==> images/wires.png <==
(3 px per um)
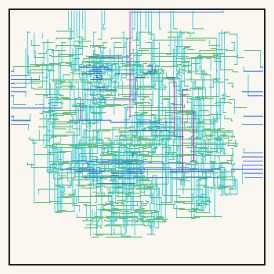
==> images/io_placement.png <==
(4 px per um) Pins as bars across the die edge, other pins in gray.
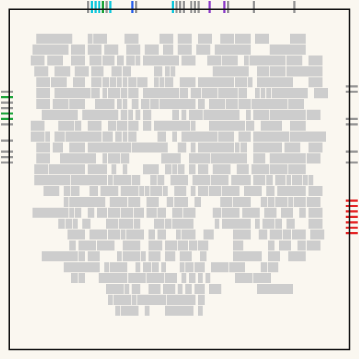
==> images/cell_density.png <==
(4 px per um) 8 x 8 tiles, from black (low) to pale yellow (high), 0 to 100% covered.
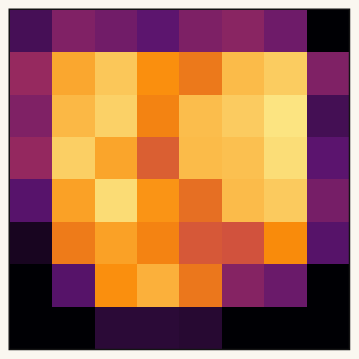
--- config.mk ---
export PLATFORM = sky130hd
export DESIGN_NAME = cell_entry_controller
export DESIGN_NICKNAME = d
export VERILOG_FILES = /design/src/rtl/cell_entry_controller.sv
export SDC_FILE = /design/constraint.sdc
export NUM_CORES = 1
export LEC_CHECK = 0
export CAP_MARGIN = 20
export CORE_MARGIN = 5
export CORE_UTILIZATION = 57
export DETAILED_ROUTE_END_ITERATION = 6
export PLACE_DENSITY = 0.83
export SLEW_MARGIN = 20
export SYNTH_ARGS = -nofsm -noshare
export SYNTH_HDL_FRONTEND = slang
export SYNTH_SLANG_ARGS = --single-unit
--- constraint.sdc ---
create_clock -name clock -period 8.8 [get_ports clock]
set_input_delay 1.76 -clock clock [delete_from_list [all_inputs] [get_ports clock]]
set_output_delay 1.76 -clock clock [all_outputs]
set_load 0.05 [all_outputs]
--- src/rtl/cell_entry_controller.sv ---
`default_nettype none
// ============================================================================
// Module      : cell_entry_controller
// Description : Places a player's digit into the 9x9 Sudoku board RAM at the
//               cursor cell. It range-checks the request, refuses clue cells,
//               scans the 27 row/column/box peers for a duplicate and commits
//               the write only when no conflict is found.
// Revision    : 1.0 - initial release
// ============================================================================
module cell_entry_controller (
    input  logic       clock,
    input  logic       reset,
    input  logic [3:0] grid_i,
    input  logic [3:0] grid_j,
    input  logic [3:0] digit,
    input  logic       digit_valid,
    output logic [6:0] ram_addr,
    input  logic [4:0] ram_rd_data,
    output logic       ram_we,
    output logic [4:0] ram_wr_data,
    output logic       busy,
    output logic       done,
    output logic [1:0] result,
    output logic [3:0] conflict_i,
    output logic [3:0] conflict_j
);

    localparam logic [2:0] C_IDLE      = 3'd0;
    localparam logic [2:0] C_TGT_RD    = 3'd1;
    localparam logic [2:0] C_TGT_CHK   = 3'd2;
    localparam logic [2:0] C_SCAN      = 3'd3;
    localparam logic [2:0] C_SCAN_LAST = 3'd4;
    localparam logic [2:0] C_WRITE     = 3'd5;
    localparam logic [2:0] C_DONE      = 3'd6;

    localparam logic [1:0] C_RES_WRITTEN  = 2'd0;
    localparam logic [1:0] C_RES_CONFLICT = 2'd1;
    localparam logic [1:0] C_RES_FIXED    = 2'd2;
    localparam logic [1:0] C_RES_RANGE    = 2'd3;

    localparam logic [4:0] C_LAST_PEER = 5'd26;

    logic [2:0] r_state;
    logic [2:0] w_next_state;

    logic [3:0] r_tgt_i;
    logic [3:0] r_tgt_j;
    logic [3:0] r_digit;
    logic [4:0] r_k;
    logic [3:0] r_prev_i;
    logic [3:0] r_prev_j;
    logic [1:0] r_result;
    logic [3:0] r_conf_i;
    logic [3:0] r_conf_j;

    logic       w_out_of_range;
    logic [3:0] w_box_i;
    logic [3:0] w_box_j;
    logic [3:0] w_m;
    logic [3:0] w_peer_i;
    logic [3:0] w_peer_j;
    logic [6:0] w_tgt_addr;
    logic [6:0] w_peer_addr;
    logic       w_hit;
    logic       w_conflict;

    // Request is rejected before any RAM access if coordinates or digit are illegal
    assign w_out_of_range = (grid_i > 4'd8) || (grid_j > 4'd8) || (digit > 4'd9);

    // Top-left corner of the 3x3 box that holds the target cell
    assign w_box_i = (r_tgt_i >= 4'd6) ? 4'd6 : ((r_tgt_i >= 4'd3) ? 4'd3 : 4'd0);
    assign w_box_j = (r_tgt_j >= 4'd6) ? 4'd6 : ((r_tgt_j >= 4'd3) ? 4'd3 : 4'd0);

    // Box index m = k-18; only the low nibble matters since k is 18..26 here
    assign w_m = r_k[3:0] - 4'd2;

    // Coordinates of peer k: row sweep, then column sweep, then box sweep
    always_comb begin
        w_peer_i = r_tgt_i;
        w_peer_j = r_tgt_j;
        if (r_k < 5'd9) begin
            w_peer_j = r_k[3:0];
        end else if (r_k < 5'd18) begin
            w_peer_i = r_k[3:0] - 4'd9;
        end else if (w_m < 4'd3) begin
            w_peer_i = w_box_i;
            w_peer_j = w_box_j + w_m;
        end else if (w_m < 4'd6) begin
            w_peer_i = w_box_i + 4'd1;
            w_peer_j = w_box_j + (w_m - 4'd3);
        end else begin
            w_peer_i = w_box_i + 4'd2;
            w_peer_j = w_box_j + (w_m - 4'd6);
        end
    end

    // Linear address i*9 + j, computed as i*8 + i + j
    assign w_tgt_addr  = {r_tgt_i, 3'b000} + {3'b000, r_tgt_i} + {3'b000, r_tgt_j};
    assign w_peer_addr = {w_peer_i, 3'b000} + {3'b000, w_peer_i} + {3'b000, w_peer_j};

    // Read data belongs to the peer presented last cycle; the target itself never conflicts
    assign w_hit = (ram_rd_data[3:0] == r_digit) &&
                   ((r_prev_i != r_tgt_i) || (r_prev_j != r_tgt_j));
    assign w_conflict = w_hit && (((r_state == C_SCAN) && (r_k != 5'd0)) ||
                                  (r_state == C_SCAN_LAST));

    // State register; reset aborts any request in flight
    always_ff @(posedge clock or posedge reset) begin
        if (reset) begin
            r_state <= C_IDLE;
        end else begin
            r_state <= w_next_state;
        end
    end

    // Next-state decode
    always_comb begin
        w_next_state = r_state;
        case (r_state)
            C_IDLE: begin
                if (digit_valid) begin
                    w_next_state = w_out_of_range ? C_DONE : C_TGT_RD;
                end
            end
            C_TGT_RD: w_next_state = C_TGT_CHK;
            C_TGT_CHK: begin
                if (ram_rd_data[4]) begin
                    w_next_state = C_DONE;
                end else if (r_digit == 4'd0) begin
                    w_next_state = C_WRITE;
                end else begin
                    w_next_state = C_SCAN;
                end
            end
            C_SCAN: begin
                if (w_conflict) begin
                    w_next_state = C_DONE;
                end else if (r_k == C_LAST_PEER) begin
                    w_next_state = C_SCAN_LAST;
                end
            end
            C_SCAN_LAST: w_next_state = w_conflict ? C_DONE : C_WRITE;
            C_WRITE:     w_next_state = C_DONE;
            C_DONE:      w_next_state = C_IDLE;
            default:     w_next_state = C_IDLE;
        endcase
    end

    // Output decode: RAM address/strobe and status flags from the current state
    always_comb begin
        ram_addr = 7'd0;
        ram_we   = 1'b0;
        busy     = (r_state != C_IDLE);
        done     = (r_state == C_DONE);
        case (r_state)
            C_TGT_RD: ram_addr = w_tgt_addr;
            C_SCAN:   ram_addr = w_peer_addr;
            C_WRITE: begin
                ram_addr = w_tgt_addr;
                ram_we   = 1'b1;
            end
            default: ram_addr = 7'd0;
        endcase
    end

    // Request latch, scan index and result registers
    always_ff @(posedge clock or posedge reset) begin
        if (reset) begin
            r_tgt_i  <= 4'd0;
            r_tgt_j  <= 4'd0;
            r_digit  <= 4'd0;
            r_k      <= 5'd0;
            r_prev_i <= 4'd0;
            r_prev_j <= 4'd0;
            r_result <= C_RES_WRITTEN;
            r_conf_i <= 4'd0;
            r_conf_j <= 4'd0;
        end else begin
            case (r_state)
                C_IDLE: begin
                    if (digit_valid) begin
                        r_tgt_i <= grid_i;
                        r_tgt_j <= grid_j;
                        r_digit <= digit;
                        r_k     <= 5'd0;
                        if (w_out_of_range) begin
                            r_result <= C_RES_RANGE;
                        end
                    end
                end
                C_TGT_CHK: begin
                    r_k <= 5'd0;
                    if (ram_rd_data[4]) begin
                        r_result <= C_RES_FIXED;
                    end
                end
                C_SCAN: begin
                    r_prev_i <= w_peer_i;
                    r_prev_j <= w_peer_j;
                    r_k      <= r_k + 5'd1;
                end
                C_WRITE: r_result <= C_RES_WRITTEN;
                default: ;
            endcase
            if (w_conflict) begin
                r_result <= C_RES_CONFLICT;
                r_conf_i <= r_prev_i;
                r_conf_j <= r_prev_j;
            end
        end
    end

    assign ram_wr_data = {1'b0, r_digit};
    assign result      = r_result;
    assign conflict_i  = r_conf_i;
    assign conflict_j  = r_conf_j;

endmodule
`default_nettype wire
==> impl_results.html <==
<h2>Synthesis and place &amp; route</h2>
<table>
<tr><th>Metric</th><th>Value</th></tr>
<tr><th colspan="2">Status</th></tr>
<tr><td>Status</td><td>finished, final reports clean</td></tr>
<tr><th colspan="2">Cells and area</th></tr>
<tr><td>Most flop-heavy register</td><td>r_k</td></tr>
<tr><td>Most frequently placed logic cell in the final layout</td><td>sky130_fd_sc_hd__clkdlybuf4s50_1</td></tr>
<tr><td>Area share of buffers outside the clock network</td><td>0.118</td></tr>
<tr><td>Number of nets in the layout</td><td>424</td></tr>
<tr><td>Multi-input logic cell count</td><td>254</td></tr>
<tr><td>Ratio of cells with drive above 1 in the final layout</td><td>0.117</td></tr>
<tr><td>Relative area of clock buffers and inverters in the final design</td><td>0.0292</td></tr>
<tr><td>Most instantiated logic cells after routing</td><td>43 x sky130_fd_sc_hd__clkdlybuf4s50_1, 38 x sky130_fd_sc_hd__dfrtp_1, 31 x sky130_fd_sc_hd__ha_1</td></tr>
<tr><td>Number of fill cells</td><td>436</td></tr>
<tr><td>Post-layout instance area</td><td>3720 um^2</td></tr>
<tr><td>Share of cell area taken by multi-input logic gates</td><td>0.552</td></tr>
<tr><td>Register area</td><td>951 um^2</td></tr>
<tr><td>Cell group occupying the most layout area</td><td>combinational gates</td></tr>
<tr><td>Antenna diode count</td><td>0</td></tr>
<tr><td>Non-filler cells, final</td><td>438</td></tr>
<tr><td>Non-clock buffers</td><td>44</td></tr>
<tr><td>Area growth syn-to-layout</td><td>17.1%</td></tr>
<tr><td>FF+latch count</td><td>38</td></tr>
<tr><th colspan="2">Power</th></tr>
<tr><td>Share of total power in the clock network</td><td>0.096</td></tr>
<tr><td>Overall power consumption</td><td>1550 uW</td></tr>
<tr><td>Power in combinational cells</td><td>1030 uW</td></tr>
<tr><td>Worst VDD drop</td><td>0.000279 V</td></tr>
<tr><td>Pwr per Cell Area</td><td>417 nW/um^2</td></tr>
<tr><td>Switching share of power</td><td>0.507</td></tr>
<tr><td>Sequential power</td><td>370 uW</td></tr>
<tr><td>Pleak</td><td>0.00169 uW</td></tr>
<tr><th colspan="2">Setup path</th></tr>
<tr><td>Critical Path Fanout Max</td><td>9</td></tr>
<tr><td>Worst R2R Setup Slack</td><td>5.63 ns</td></tr>
<tr><td>Cell Chain, Critical Path</td><td>inv_1 -&gt; ha_1 -&gt; inv_1 -&gt; ha_1 -&gt; inv_1 -&gt; fa_1 -&gt; xnor2_1 -&gt; nor2_1 -&gt; nor2_1 -&gt; a21oi_1 -&gt; a211oi_1 -&gt; fa_1 -&gt; ha_1 -&gt; a21oi_1 -&gt; nor2b_1 -&gt; o21ai_1 -&gt; xor2_1 -&gt; o22ai_2 -&gt; clkdlybuf4s50_1</td></tr>
<tr><td>Reg-to-Reg End</td><td>r_prev_j[3]</td></tr>
<tr><td>Standard cell with the maximum stage delay on the critical path</td><td>sky130_fd_sc_hd__clkdlybuf4s50_1</td></tr>
<tr><td>Worst r2r path cells</td><td>12</td></tr>
<tr><td>CP Data Arrival Time</td><td>5.56 ns</td></tr>
<tr><td>Cell family with the largest share of critical-path delay</td><td>adder cells</td></tr>
<tr><td>Critical Path Source Type</td><td>register</td></tr>
<tr><td>Reg-to-reg critical path startpoint</td><td>r_k[1]</td></tr>
<tr><td>Capturing instance or port of the critical path</td><td>ram_addr[6]</td></tr>
<tr><td>Buffers plus inverters on the worst setup path</td><td>4</td></tr>
<tr><th colspan="2">Logic synthesis</th></tr>
<tr><td>Xor and xnor fraction of the mapped netlist area</td><td>0.0744</td></tr>
<tr><td>Multiplexer area fraction after synthesis</td><td>0.0873</td></tr>
<tr><td>Count of cell types in the netlist</td><td>61</td></tr>
<tr><td>Number of synthesized flops with an enable pin</td><td>0</td></tr>
<tr><td>Ys async rst share</td><td>1.00</td></tr>
<tr><td>Simple-gate share of the synthesized area</td><td>0.123</td></tr>
<tr><td>Number of synthesis warnings</td><td>0</td></tr>
<tr><td>Post-Synth AOI/OAI Area</td><td>0.188</td></tr>
<tr><td>Area of the synthesized netlist per yosys stat</td><td>3180 um^2</td></tr>
<tr><td>Cells after synthesis</td><td>331</td></tr>
<tr><td>Yosys Instances</td><td>331</td></tr>
<tr><td>Area fraction in full adders, half adders and majority gates</td><td>0.172</td></tr>
<tr><td>Register share after synthesis</td><td>0.299</td></tr>
<tr><td>Main flop type after synthesis</td><td>sky130_fd_sc_hd__dfrtp_1</td></tr>
<tr><td>Commonest cells in the netlist</td><td>38 x sky130_fd_sc_hd__dfrtp_1, 31 x sky130_fd_sc_hd__ha_1, 23 x sky130_fd_sc_hd__nand2_1</td></tr>
<tr><td>Total of flip-flops plus latches after synthesis</td><td>38</td></tr>
<tr><td>Yosys top cell by instances</td><td>sky130_fd_sc_hd__dfrtp_1</td></tr>
<tr><td>Main combinational cell family by area after synthesis</td><td>AND-OR/OR-AND gates</td></tr>
<tr><td>Fraction of post-synthesis cell area in the top cell type by area</td><td>0.299</td></tr>
<tr><th colspan="2">Job</th></tr>
<tr><td>Tally of OpenROAD warnings</td><td>37</td></tr>
<tr><td>Reported max-cap violation count</td><td>0</td></tr>
<tr><th colspan="2">Clock tree</th></tr>
<tr><td>Setup repair bufs after CTS</td><td>0</td></tr>
<tr><td>CTS tree</td><td>built</td></tr>
<tr><td>Number of buffers added to fix hold violations after cts</td><td>0</td></tr>
<tr><td>Clk pin slew, worst setup/hold paths</td><td>0.08 ns</td></tr>
<tr><td>Later-pin clock latency in the skew report</td><td>0.30 ns</td></tr>
<tr><td>Quantity of gates resized following cts</td><td>0</td></tr>
<tr><td>Root buf cell</td><td>sky130_fd_sc_hd__clkbuf_8</td></tr>
<tr><td>Inserted Clock Buffers</td><td>5</td></tr>
<tr><th colspan="2">Floorplan</th></tr>
<tr><td>FP Rows</td><td>27</td></tr>
<tr><td>Die extent in x</td><td>84.7 um</td></tr>
<tr><td>Tapcells inserted</td><td>72</td></tr>
<tr><th colspan="2">Timing</th></tr>
<tr><td>Final period util</td><td>0.832</td></tr>
<tr><td>Final worst hold slack</td><td>0.503 ns</td></tr>
<tr><td>Count of final max-slew check failures</td><td>0</td></tr>
<tr><td>Final worst-path setup slack</td><td>1.48 ns</td></tr>
<tr><td>Final critical path time including I/O delays and setup</td><td>7.32 ns</td></tr>
<tr><td>Worst clock skew</td><td>0.00968 ns</td></tr>
<tr><td>Max transition margin</td><td>0.512</td></tr>
<tr><th colspan="2">GRT</th></tr>
<tr><td>GRT met1 Usage</td><td>0.266</td></tr>
<tr><td>GR Layer Usage met3</td><td>0.0579</td></tr>
<tr><td>Global-route layer with the greatest usage</td><td>met2</td></tr>
<tr><td>First-pass GRT wire length</td><td>12500 um</td></tr>
<tr><th colspan="2">Worst hold path</th></tr>
<tr><td>Worst Hold End</td><td>result[0]</td></tr>
<tr><td>Worst hold path type</td><td>reg2reg</td></tr>
<tr><td>Cell depth of the worst min-delay path</td><td>1</td></tr>
<tr><th colspan="2">Place</th></tr>
<tr><td>IO Port Bufs</td><td>43</td></tr>
<tr><td>Setup slack at placement</td><td>1.81 ns</td></tr>
<tr><th colspan="2">Detailed routing</th></tr>
<tr><td>DR WL met3</td><td>523 um</td></tr>
<tr><td>Post-detailed-route count of antenna-violating nets</td><td>0</td></tr>
<tr><td>Highest routed layer</td><td>met4</td></tr>
<tr><td>DRC</td><td>0</td></tr>
<tr><td>DR vias/cell</td><td>5.96</td></tr>
</table>
## Picture notes: wires.png
Key: metal 1 = green [wire length 3180 um]; metal 2 = cyan [wire length 3680 um]; metal 4 = magenta [wire length 113 um]; metal 3 = blue [wire length 524 um]
via count: 2610
routed length per placed instance: 17.1 um
final wirelength: 7490 um
overall routing resource usage: 0.215

## Picture notes: io_placement.png
Key: digit_valid = blue [pins 1, direction input, edge top]; result = purple [pins 2, direction output, edge top]; ram_addr = red [pins 7, direction output, edge right]; ram_rd_data = cyan [pins 5, direction input, edge top]; digit = green [pins 4, direction input, edge 3 left, 1 top]
All pins by edge: 21 top, 13 right, 11 left.

## Picture notes: cell_density.png
13% of the tiles are nearly empty. The mean over all tiles is 51%. The densest ninth of the die: center. The emptiest ninth of the die: lower right. The fullest tile reaches 94%.
Core ar.: 5470 um^2
Core Util, Final: 0.681
starting density of the core: 0.581

Power figures rest on the tool's default switching activity, not on a simulated workload.
